Figure 1. M1 wires (run 1).
Drawn at 3 px/um. Supply wires on this layer in gray. Cells faint in the background.
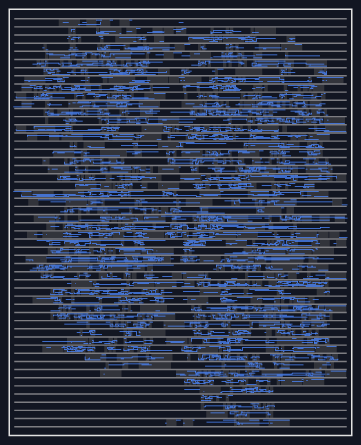
Figure 2. Metal 2 (run 1).
Drawn at 3 px/um.
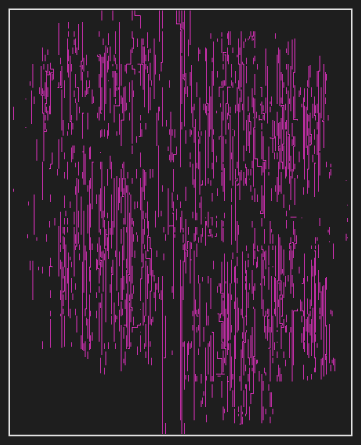
Figure 3. M3 wires (run 1).
Drawn at 4 px/um. Cells faint in the background.
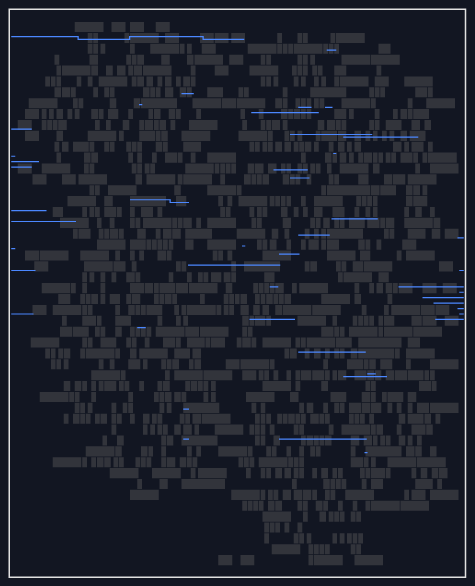
File: src/rtl/car_defs_pkg.sv
// Shared drive-controller definitions: engine state encodings used by the
// manual, auto and semi-auto drive blocks.
package car_defs_pkg;

  localparam int STATE_W = 2;

  typedef enum logic [STATE_W-1:0] {
    ST_NOT_STARTING = 2'b00,
    ST_STARTING     = 2'b01,
    ST_MOVING       = 2'b10
  } drive_state_t;

endpackage

File: src/rtl/tick_divider.sv
// Free-running cycle divider: counts 0..MAX-1 while run is high and flags the
// last count with a one-cycle tick. clr restarts the count from zero.
module tick_divider #(
  parameter int unsigned MAX = 4
) (
  input  logic clk,
  input  logic rst_n,
  input  logic run,
  input  logic clr,
  output logic tick
);

  localparam int unsigned W = (MAX > 1) ? $clog2(MAX) : 1;
  localparam logic [W-1:0] LAST = W'(MAX - 1);

  logic [W-1:0] cnt;

  assign tick = run & ~clr & (cnt == LAST);

  always_ff @(posedge clk) begin
    if (!rst_n) begin
      cnt <= '0;
    end else if (clr) begin
      cnt <= '0;
    end else if (run) begin
      cnt <= tick ? '0 : cnt + W'(1);
    end
  end

endmodule

File: src/rtl/manual_drive_ctrl.sv
// Manual-transmission drive controller: engine FSM, gear latch, stall
// requests, motion/turn commands, blinking turn LEDs and odometer.
//
//   state            | meaning
//   -----------------+-------------------------------------------------
//   ST_NOT_STARTING  | engine off; throttle without clutch stalls
//   ST_STARTING      | engine running, clutch engaged or idling
//   ST_MOVING        | driving in the latched gear; gear mismatch stalls
module manual_drive_ctrl
  import car_defs_pkg::*;
#(
  parameter int unsigned ODO_W      = 16,
  parameter int unsigned ODO_TICK   = 100000000,
  parameter int unsigned BLINK_HALF = 50000000
) (
  input  logic               clk,
  input  logic               rst_n,
  input  logic               enable,
  input  logic               reverse,
  input  logic               brake,
  input  logic               clutch,
  input  logic               throttle,
  input  logic               left,
  input  logic               right,
  output logic               power_off,
  output logic [STATE_W-1:0] state,
  output logic               move_forward,
  output logic               move_backward,
  output logic               turn_left,
  output logic               turn_right,
  output logic               led_left,
  output logic               led_right,
  output logic [ODO_W-1:0]   odometer
);

  drive_state_t state_q, state_d;
  logic         gear_q, gear_d;
  logic         stall_d;
  logic         req_l, req_r;
  logic         rise_l, rise_r;
  logic         blink_l, blink_r;
  logic         odo_tick;

  assign state  = state_q;
  assign req_l  = enable & left & ~right;
  assign req_r  = enable & right & ~left;
  assign rise_l = req_l & ~turn_left;
  assign rise_r = req_r & ~turn_right;

  always_comb begin
    state_d = state_q;
    stall_d = 1'b0;
    // Gear can only change with the clutch down unless the car is not moving.
    gear_d  = (!enable || state_q != ST_MOVING || clutch) ? reverse : gear_q;
    if (!enable) begin
      state_d = ST_NOT_STARTING;
    end else begin
      case (state_q)
        ST_NOT_STARTING: begin
          if (throttle && !clutch)               stall_d = 1'b1;
          else if (throttle && clutch && !brake) state_d = ST_STARTING;
        end
        ST_STARTING: begin
          if (brake)                   state_d = ST_NOT_STARTING;
          else if (throttle && !clutch) state_d = ST_MOVING;
        end
        ST_MOVING: begin
          if (brake) begin
            state_d = ST_NOT_STARTING;
          end else if (!clutch && (reverse != gear_q)) begin
            stall_d = 1'b1;
            state_d = ST_NOT_STARTING;
          end else if (clutch || !throttle) begin
            state_d = ST_STARTING;
          end
        end
        default: state_d = ST_NOT_STARTING;
      endcase
    end
  end

  always_ff @(posedge clk) begin
    if (!rst_n) begin
      state_q       <= ST_NOT_STARTING;
      gear_q        <= 1'b0;
      power_off     <= 1'b0;
      move_forward  <= 1'b0;
      move_backward <= 1'b0;
      turn_left     <= 1'b0;
      turn_right    <= 1'b0;
      led_left      <= 1'b0;
      led_right     <= 1'b0;
      odometer      <= '0;
    end else begin
      state_q       <= state_d;
      gear_q        <= gear_d;
      power_off     <= stall_d;
      move_forward  <= (state_d == ST_MOVING) & ~gear_d;
      move_backward <= (state_d == ST_MOVING) & gear_d;
      turn_left     <= req_l;
      turn_right    <= req_r;
      led_left      <= !req_l ? 1'b0 : rise_l ? 1'b1 : (led_left ^ blink_l);
      led_right     <= !req_r ? 1'b0 : rise_r ? 1'b1 : (led_right ^ blink_r);
      if (odo_tick) odometer <= odometer + ODO_W'(1);
    end
  end

  // Prescaler keeps its partial count across stops so distance is not lost.
  tick_divider #(.MAX(ODO_TICK)) u_odo_div (
    .clk   (clk),
    .rst_n (rst_n),
    .run   (enable && state_q == ST_MOVING),
    .clr   (1'b0),
    .tick  (odo_tick)
  );

  tick_divider #(.MAX(BLINK_HALF)) u_blink_l (
    .clk   (clk),
    .rst_n (rst_n),
    .run   (req_l),
    .clr   (~req_l | rise_l),
    .tick  (blink_l)
  );

  tick_divider #(.MAX(BLINK_HALF)) u_blink_r (
    .clk   (clk),
    .rst_n (rst_n),
    .run   (req_r),
    .clr   (~req_r | rise_r),
    .tick  (blink_r)
  );

endmodule

File: config.mk
export PLATFORM = sky130hd
export DESIGN_NAME = manual_drive_ctrl
export DESIGN_NICKNAME = d
export VERILOG_FILES = /design/src/rtl/car_defs_pkg.sv /design/src/rtl/tick_divider.sv /design/src/rtl/manual_drive_ctrl.sv
export SDC_FILE = /design/constraint.sdc
export NUM_CORES = 1
export LEC_CHECK = 0
export ABC_AREA = 1
export CAP_MARGIN = 20
export CORE_ASPECT_RATIO = 1.25
export CORE_UTILIZATION = 39
export CTS_CLUSTER_DIAMETER = 50
export CTS_CLUSTER_SIZE = 12
export DETAILED_ROUTE_END_ITERATION = 10
export SLEW_MARGIN = 20
export SYNTH_ARGS = -nofsm -noshare
export SYNTH_HDL_FRONTEND = slang
export SYNTH_HIERARCHICAL = 1
export SYNTH_SLANG_ARGS = --single-unit
File: constraint.sdc
create_clock -name clk -period 2.9 [get_ports clk]
set_input_delay 0.58 -clock clk [delete_from_list [all_inputs] [get_ports clk]]
set_output_delay 0.58 -clock clk [all_outputs]
set_load 0.01 [all_outputs]
==> summary.txt, run 1 <==
run results: WP data arrival=around 2600 ps, top cells by count=nand2_1 (240), nor2_1 (203), inv_1 (116), Clk pin slew, worst setup/hold paths=roughly 80 ps, Max clock buf depth=2, pre-CTS setup slack=between 200 and 250 ps, Seq Cell Count=about 110, Gate power share=between 2 and 3%, YS chip area=around 0.0061 mm2, Psw=595.5 uW, RSZ-0062 raised after global routing=false, cycle use final=between 80% and 90%, logic area=between 0.003 and 0.004 mm2, Top cells by area=dfxtp_1 (35%), nand2_1 (15%), nor2_1 (13%), setup TNS=0 ps, DP Area=between 0.006 and 0.007 mm2, clk tree area frac=4.764%, CP cell instances=clkdlybuf4s50_1 > nand2_1 > nor2_1 > nand2_1 > inv_1 > nand2_1 > nor2_1 > nand2_1 > nor2_1 > buf_4 > nand2_1 > nor2_1 > nand4_1 > o21ai_0 > nor2_1, Data buffer area share=under 10%, CP Capture Type=flip-flop, Tapcell Cnt=approximately 210, Post-CTS Setup Repair Bufs=0, Critical Path Sink=odometer[9], Power Internal=between 2 and 2.5 mW, min-delay src=turn_right, crit-path max cell delay=550 ps, Area Growth Syn to Fin=14.87%, most instantiated logic cells after routing=nand2_1 (240), nor2_1 (203), inv_1 (116), dfxtp_1 (105), nand3_1 (69), R2R depth=14, clk_buf instances=9, Worst Clk Skew=~12 ps, Largest Pwr Group=registers, met3 wire length=about 370 um, Cell Type Count=36, CTS Buf Count=9, FF+latch area=about 0.0021 mm2, Sink Count=~110, Tightest Pin Transition=between 500 and 600 ps, switch share=approximately 21%, DR iter-0 viols=between 200 and 250, Seq power=approximately 1.5 mW, R2R Setup Slk=between 800 and 900 ps, Fin Hold WS=477.3 ps, Final #Nets=~1k, crit path launch type=primary input, number of port buffers=33, chip height=141.6 um, Worst Setup SP=enable, chip area=between 0.015 and 0.02 mm2, DRC=0, max FFs per register=27, hpwl dp=10,820 um, CTS tree=done, Slew Viols, Final=0, I/O pin cnt=34, Reg-to-Reg Start=state[1], GP Congestion=0.8269, worst path bufs/invs=3, Comb/total area=between 40% and 50%, Seq area share=30.09%, pin count of the biggest net entering global routing=17, final hold violations=0, yosys warning tally=6, top layer in use=met4, CP max FO=8, met2 routed WL=6728 um, OpenROAD warning count=26, most common cell in the netlist=nand2_1, reg-to-reg endpoint=odometer[9], GRT Max-Usage Layer=met2, yosys cell count=roughly 950, mux share=less than 1%, CTS resizes=0, register share after synthesis=around a third, critical path class=in -> reg, ys async rst share=0%, #MultiIn Comb=~700, placed cells=between 1k and 1.5k, comb area leader=simple AND/OR/NAND/NOR gates, Largest cell class=multi-input combinational cells, row cnt=about 50, AO/OA Area Share=4.793%, Finished Layout Cells=roughly 1.2k, Post-Synth Adder-Cell Area=less than 1%, cts hold-fix bufs=0, Initial DRT Pass Iterations=5, Post-synth regs=between 100 and 150, number of global-route vias before repair=between 5k and 6k, inverters=approximately 140, core footprint=between 0.015 and 0.02 mm2, PnR worst setup slack=around 570 ps, cell type with the largest total area=dfxtp_1, XOR Share, Synth=3.744%, Total GRT Usage=between 10% and 20%, pwr/cell area=415.8 mW/mm2, CP max stage cell=clkdlybuf4s50_1, met3 Use GR=2.520%, Comb group=~73 uW, Synth Instances=949, Critical Path RT=~3200 ps, Commonest Layout Cell=nand2_1, wire per inst=between 10 and 15 um, clock power share=47.7%, synthesized area=around 0.006 mm2, vias per cell=4.618, share of layout cells above drive strength 1=approximately an eighth, ANT cells=0, outcome=complete, no violations, CP delay by family, top=simple AND/OR/NAND/NOR gates
-- Figure 1 (at the start) --
main direction: horizontal
wire length on this layer: 6,430 um
met1 Resource Use GR: 23.20%
final WL: 13,800 um
via count: 5,556

-- Figure 2 (at the start) --
longest straight run: 56.4 um
main direction: vertical
wire length on this layer: 6,730 um
share of all routed wire: 49%
GRT met2 Usage: 32.45%

-- Figure 3 (at the start) --
share of all routed wire: 2.7%
main direction: horizontal
longest straight run: 22.8 um
nets with wire on the layer: 34

## Run 2: what changed since run 1
- clock period: 2.9 -> 2.05 ns (I/O delays scaled with it)
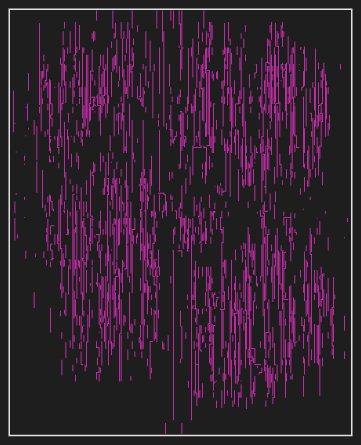
Figure 4: run 2, metal 2.
Drawn at 3 px/um.
longest straight run: 61.5 um
main direction: vertical
via count: 5,775
final WL: 14,280 um
GRT met2 Usage: 33.73%

==> run 2 against run 1 <==
Via count rose by 3.9%. Highest routed layer unchanged. Worst setup slack got worse by 380 ps. Total power rose by 35%. Largest cell class unchanged. Synthesized cell count did not move. Synthesized area did not move. Clock skew fell by 1.1 ps. First-iteration DRC count fell by 26%. Wire length rose by 3.5%. Final cell count rose by 4.2%. Count of clock-buffer cells in the layout rose by 3.
==> summary.txt, run 2 <==
run results: outcome=complete, no violations, cycle use final=about nine tenths, clk tree area frac=under 10%, Psw=approximately 840 uW, ANT cells=0, final hold violations=0, Area Growth Syn to Fin=21.07%, register share after synthesis=34.56%, first-pass GRT wire length=24,500 um, FP Util=a little over 40%, Seq area share=28.56%, met1 Resource Use GR=23.28%, RSZ-0062 raised after global routing=false, wire per inst=11.40 um, chip area=between 0.015 and 0.02 mm2, Data buffer area share=10.45%, CP cell instances=clkdlybuf4s50_1, row cnt=about 50, most common cell in the netlist=nand2_1, share of layout cells above drive strength 1=about 16%, Plain + repair buffers=~90, WP data arrival=between 1000 and 1500 ps, Largest cell class=multi-input combinational cells, max FFs per register=27, mux share=0.4937%, WHS Path Cells=2, Largest Pwr Group=registers, Seq Cell Count=105, ys async rst share=0%, Comb/total area=between 40 and 50%, comb area leader=simple AND/OR/NAND/NOR gates, Power Internal=3.078 mW, XOR Share, Synth=under 10%, chip height=between 100 and 150 um, Top cells by area=dfxtp_1 (35%), nand2_1 (15%), nor2_1 (13%), crit path time final=around 1900 ps, Met1 Wirelength=about 6600 um, H-tree Lvls=3, CP delay by family, top=buffers and inverters, logic area=~0.0034 mm2, Tapcell Cnt=approximately 210, CP max FO=7, Commonest Layout Cell=nand2_1, Gate power share=between 3 and 4%, AO/OA Area Share=under 10%, PnR worst setup slack=185.5 ps, Worst Hold Path EP=u_blink_l/cnt[10], met3 wire length=roughly 430 um, vias per cell=4.609, reg-to-reg endpoint=odometer[7], DRC=0, Synth Instances=~950, placed cells=between 1k and 1.5k, pin count of the biggest net entering global routing=17, number of port buffers=33, Total GRT Usage=19.02%, min-delay src=u_blink_l/cnt[10], number of global-route vias before repair=around 5.4k, met2 routed WL=slightly below 7000 um, top layer in use=met4, max-cap viol count=0, inverters=137, met3 Use GR=between 2 and 2.5%, R2R Setup Slk=~210 ps, Reg-to-Reg Start=u_odo_div/cnt[21], FF+latch area=around 0.0021 mm2, I/O pin cnt=34, Worst Setup SP=odometer[2], #MultiIn Comb=between 600 and 700, Clk pin slew, worst setup/hold paths=around 70 ps, hpwl dp=approximately 11,000 um, cell type with the largest total area=dfxtp_1, Comb group=121 uW, Seq power=2.04 mW, Top cell area share=about a third, Largest Register=u_odo_div/cnt, Post-synth regs=about 110, pre-CTS setup slack=-418.7 ps, R2R depth=13, syn_nets=962, Simple Share, Synth=between 40% and 50%, CTS tree=done, EDFF count, synth=0, final antenna-violating net count=0, Post-Synth Adder-Cell Area=0.8229%, cts hold-fix bufs=0, crit path launch type=flip-flop, pwr/cell area=about 530 mW/mm2, top cells by count=nand2_1 (240), nor2_1 (203), inv_1 (116), clock power share=between 40% and 50%, Final #Nets=around 1.1k, crit-path max cell delay=600 ps, Slew Viols, Final=0, Crit. path cell count=1, core footprint=between 0.015 and 0.02 mm2, hold crit path type=reg -> reg, OpenROAD warning count=26, Fin Hold WS=482.9 ps, DP Area=0.007042 mm2, CP Capture Type=output port, critical path class=reg -> out, Leak=between 2 and 3 nW, Critical Path Sink=odometer[2], yosys cell count=between 900 and 1k, CTS Buf Count=9, YS chip area=roughly 0.0061 mm2, synthesized area=between 0.006 and 0.007 mm2, Initial DRT Pass Iterations=6, Critical Path RT=between 1500 and 2000 ps, Worst Clk Skew=roughly 10 ps, CP max stage cell=clkdlybuf4s50_1, Post-CTS Setup Repair Bufs=0, Finished Layout Cells=~1.3k, GP Congestion=roughly 0.89, antenna violations before repair=0, yosys warning tally=6, Post-Layout Inst Area=0.007363 mm2, Power Clock=roughly 1.8 mW, DR iter-0 viols=179, GRT Max-Usage Layer=met2, root buf cell=clkbuf_16, most instantiated logic cells after routing=nand2_1 (240), nor2_1 (200), inv_1 (116), dfxtp_1 (104), nand3_1 (69), CTS resizes=1, Flop pwr share=a little over half, Cell Type Count=36, Clk Latency, worst-skew pair=between 300 and 400 ps, setup TNS=0 ps, worst path bufs/invs=1, Max clock buf depth=2, clk_buf instances=12, Sink Count=~110, switch share=a little over a fifth
Power figures rest on the tool's default switching activity, not on a simulated workload.
